$ cat src/rtl/ram_sync_param.sv
// ram_sync_param: parametrised single-port synchronous RAM.
// Separate write and read data buses and a req/ready handshake.
// The read pipeline is 1 or 2 stages deep (RD_LAT).
// An optional clear sweep zeroes every word after reset.
// An auto-increment pointer supports sequential access.
module ram_sync_param #(
    parameter int DATA_W         = 4,
    parameter int ADDR_W         = 8,
    parameter int DEPTH          = 1 << ADDR_W,
    parameter int RD_LAT         = 1,
    parameter int CLEAR_ON_RESET = 1
) (
    input  logic              clk,
    input  logic              rst_n,
    input  logic              req,
    input  logic              we,
    input  logic              auto_inc,
    input  logic              ptr_ld,
    input  logic [ADDR_W-1:0] addr,
    input  logic [DATA_W-1:0] wdata,
    output logic              ready,
    output logic [DATA_W-1:0] rdata,
    output logic              rvalid,
    output logic [ADDR_W-1:0] ptr
);

    // DEPTH can equal 2**ADDR_W. Range checks are therefore done one bit wider.
    localparam logic [ADDR_W:0]   DEPTH_X = (ADDR_W + 1)'(DEPTH);
    localparam logic [ADDR_W-1:0] LAST    = ADDR_W'(DEPTH - 1);

    typedef enum logic {
        ST_CLEAR,
        ST_RUN
    } state_t;

    localparam state_t RST_STATE = (CLEAR_ON_RESET != 0) ? ST_CLEAR : ST_RUN;

    state_t            r_state;
    state_t            w_next_state;
    logic [ADDR_W-1:0] r_cnt;
    logic [ADDR_W-1:0] r_ptr;
    logic [DATA_W-1:0] r_mem [DEPTH];

    logic              w_accept;
    logic              w_rd_acc;
    logic              w_in_range;
    logic [ADDR_W-1:0] w_ea;
    logic [DATA_W-1:0] w_rd_word;
    logic              w_mem_we;
    logic [ADDR_W-1:0] w_mem_addr;
    logic [DATA_W-1:0] w_mem_wdata;

    logic              r_s1_vld;
    logic [DATA_W-1:0] r_s1_data;

    assign ready      = (r_state == ST_RUN);
    assign w_accept   = req && ready;
    assign w_rd_acc   = w_accept && !we;
    assign w_ea       = auto_inc ? r_ptr : addr;
    assign w_in_range = ({1'b0, w_ea} < DEPTH_X);
    assign w_rd_word  = w_in_range ? r_mem[w_ea] : '0;
    assign ptr        = r_ptr;

    // State register and clear-sweep counter
    always_ff @(posedge clk or negedge rst_n) begin
        if (!rst_n) begin
            r_state <= RST_STATE;
            r_cnt   <= '0;
        end else begin
            // NOTE: registered state uses <= so every flop samples pre-edge values.
            r_state <= w_next_state;
            if (r_state == ST_CLEAR) begin
                r_cnt <= (r_cnt == LAST) ? '0 : r_cnt + 1'b1;
            end
        end
    end

    // Next state: leave CLEAR once the last word has been zeroed
    always_comb begin
        // NOTE: default first, so no path leaves the signal unassigned (no latch).
        w_next_state = r_state;
        if ((r_state == ST_CLEAR) && (r_cnt == LAST)) begin
            w_next_state = ST_RUN;
        end
    end

    // Write-port mux: the clear sweep owns the port, then accepted in-range writes
    always_comb begin
        w_mem_we    = 1'b0;
        w_mem_addr  = w_ea;
        w_mem_wdata = wdata;
        if (r_state == ST_CLEAR) begin
            w_mem_we    = 1'b1;
            w_mem_addr  = r_cnt;
            w_mem_wdata = '0;
        end else if (w_accept && we && w_in_range) begin
            w_mem_we = 1'b1;
        end
    end

    // Storage array
    // NOTE: no reset term here. The array maps to RAM, and zeroing is the clear sweep's job.
    always_ff @(posedge clk) begin
        if (w_mem_we) begin
            r_mem[w_mem_addr] <= w_mem_wdata;
        end
    end

    // Address pointer: a load beats the increment, and both are ignored while clearing
    always_ff @(posedge clk or negedge rst_n) begin
        if (!rst_n) begin
            r_ptr <= '0;
        end else if (ready) begin
            if (ptr_ld) begin
                r_ptr <= ({1'b0, addr} < DEPTH_X) ? addr : '0;
            end else if (w_accept && auto_inc) begin
                r_ptr <= (r_ptr == LAST) ? '0 : r_ptr + 1'b1;
            end
        end
    end

    // First read stage: capture the word at the accepting edge
    always_ff @(posedge clk or negedge rst_n) begin
        if (!rst_n) begin
            r_s1_vld  <= 1'b0;
            r_s1_data <= '0;
        end else begin
            r_s1_vld <= w_rd_acc;
            if (w_rd_acc) begin
                r_s1_data <= w_rd_word;
            end
        end
    end

    generate
        if (RD_LAT == 2) begin : g_lat2
            logic              r_s2_vld;
            logic [DATA_W-1:0] r_s2_data;

            // Second read stage: data updates only on a completing read, so it holds otherwise
            always_ff @(posedge clk or negedge rst_n) begin
                if (!rst_n) begin
                    r_s2_vld  <= 1'b0;
                    r_s2_data <= '0;
                end else begin
                    r_s2_vld <= r_s1_vld;
                    if (r_s1_vld) begin
                        r_s2_data <= r_s1_data;
                    end
                end
            end

            assign rvalid = r_s2_vld;
            assign rdata  = r_s2_data;
        end else begin : g_lat1
            assign rvalid = r_s1_vld;
            assign rdata  = r_s1_data;
        end
    endgenerate

endmodule

$ cat config.mk
export PLATFORM = sky130hd
export DESIGN_NAME = ram_sync_param
export DESIGN_NICKNAME = d
export VERILOG_FILES = /design/src/rtl/ram_sync_param.sv
export SDC_FILE = /design/constraint.sdc
export NUM_CORES = 2
export LEC_CHECK = 0
export ABC_AREA = 1
export CORE_MARGIN = 8
export CORE_UTILIZATION = 30
export CTS_CLUSTER_SIZE = 14
export DETAILED_ROUTE_END_ITERATION = 8
export PLACE_DENSITY = 0.53
export SYNTH_ARGS = -nofsm -noshare
export SYNTH_HDL_FRONTEND = slang
export SYNTH_SLANG_ARGS = --single-unit
$ cat constraint.sdc
create_clock -name clk -period 4.7 [get_ports clk]
set_input_delay 0.47 -clock clk [delete_from_list [all_inputs] [get_ports clk]]
set_output_delay 0.47 -clock clk [all_outputs]
set_load 0.03 [all_outputs]
Fig. 1: wiring heat map
(1 px per um) The die is cut into 21 by 21 equal tiles; white is low, dark blue is high, scaled to the fullest tile. Values are wire area over tile area, all layers added.
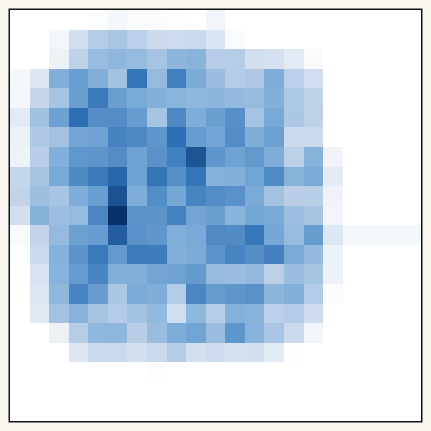
39% of the tiles are nearly empty. 21% of the tiles are over half the peak. The mean over all tiles is 0.13.
drt wl/cell: 19.6 um
WL final: 133 mm

Fig. 2: wires at chosen ports, followed through buffers
(1 px per um)
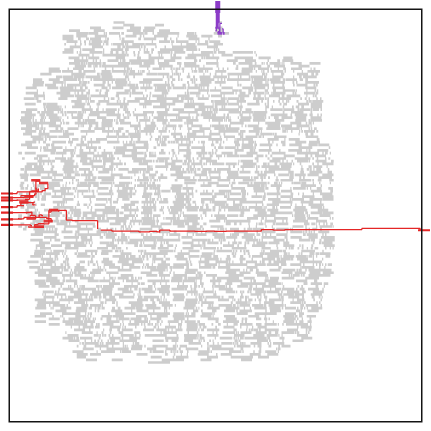
Key: purple = `wdata` [bits 4, direction input, edge north, end cells 4, buffers 4, wire 99.9 um]; red = `ptr` [bits 8, direction output, edge 7 west, 1 east, end cells 8, buffers 8, wire 757 um]
PortBufs: 31
I/O pin count: 32

Fig. 3: routed clock nets over the placement
(1 px per um)
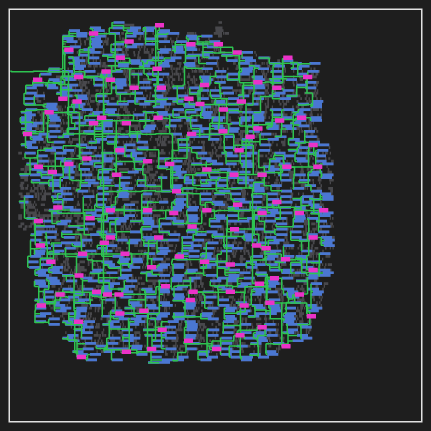
Key: blue = flip-flops [count 1,046]; green = clock wires [length 13,100 um]; magenta = cells driving clock nets [count 112]
There are 113 routed clock nets.
Power Clock: 8.88 mW
skew final: 22.3 ps
Clk pwr share: 43.2%
clk latency late pin: 690 ps

Fig. 4: track usage over the die
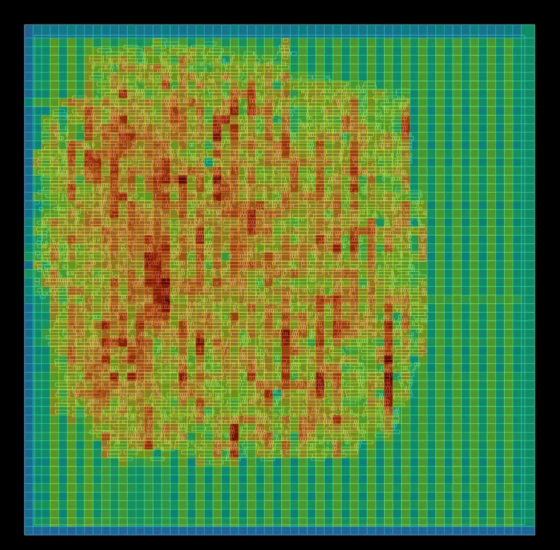
GR Layer Usage met2: 24.9%
overall routing resource usage: 15.3%
GR Util met1: 21.3%
Most Crowded Layer GR: met2
routing usage on met3: 2.37%

critical path: cells and delay by family, from the launching register on:
family / cells / cell delay [ps]
flip-flops: 1 / 470
buffers and inverters: 3 / 920
AND/OR/NAND/NOR: 13 / 1860
per-layer routing:
layer  GRT usage [%]  share of wire [%]
met5               0             0.0098
met4            4.36                2.6
met3            2.37                6.1
met2            24.9                 46
met1            21.3                 46
kinds of logic (layout without fill, tap and decap cells):
family / after synthesis / after routing
AND-OR/OR-AND: 114 / 114
AND/OR/NAND/NOR: 2456 / 2456
buffers and inverters: 1062 / 1107
XOR/XNOR: 2 / 2
flip-flops: 1046 / 1046
adder cells (fa/ha/maj): 2 / 2
power breakdown:
group | internal, mW | switching [mW]
registers | 10.1 | 0.00746
clock network | 5.19 | 3.69
logic | 0.443 | 1.14
total | 15.7 | 4.84
==> deck_impl_summary.md <==
Run Summary

Synthesis
  – Multiplexer share of the synthesized area: 0%
  – Syn Area/Cell: roughly 10 um^2
  – Async SR Flop Fraction: under 10%
  – Cell accounting for the most synthesized area: edfxtp_1
  – Distinct cell type count after synthesis: 35
  – Max-area cell share: 65.7%
  – Post-synthesis adder-cell area fraction: less than 1%
  – Yosys Chip Area: 46,800 um^2
  – Mapped Nets: approximately 4,700

Timing
  – Hold Slack: 159 ps
  – Fmax: roughly 0.29 GHz
  – Final Hold Viols: 0
  – Least-Margin Pin Slew: between 1000 and 1500 ps
  – Finish-stage setup viols: 0
  – PnR worst setup slack: 1200 ps
  – Pins over their slew limit: 0

Status
  – Run status: complete, no violations

Place
  – Placed Cells: 6,580
  – DPL Wire Length: 75.3 mm
  – Final GP Congestion: ~0.79

Power and ir drop
  – Leakage power: 21.8 nW
  – Max VDD drop: 277 uV

Finish
  – Area delta synth->final: 13.2%
  – Top Layout Cells: nand2_1, edfxtp_1, nand3_1
  – Reg area: about 31,000 um^2
  – Seq area share: 59.1%
  – Final core utilization: 34.0%
  – Top reg by flops: r_mem
  – Logic area: 11,300 um^2
  – Share of layout cells above drive strength 1: under 10%
  – Filler instances: 15,800

Critical path
  – Setup crit end: rdata[0]$_DFFE_PN0P_
  – Setup crit start: ptr[0]$_DFFE_PN0P_
  – Crit path kind: register to register
  – CP max FO: 102
  – CP most frequent cell: nand3_1

Clock network
  – Cts-stage hold buffer count: 0
  – CTS tree: built
  – Post-CTS sizing: 0
  – CTS clk-pin slew, worst paths: roughly 60 ps

Global route
  – Total gr overflow: 0
  – First-pass GRT wire length: 201 mm
  – Vias in the first global route: 31,600
  – Initial antenna violation count: 3

Route
  – DRC: 0
  – DR iter-0 viols: slightly below 3,000

Floorplan
  – Chip area: 169,000 um^2
  – Core area: about 160,000 um^2
No activity file was given, so power comes from the tool's default toggle rates.
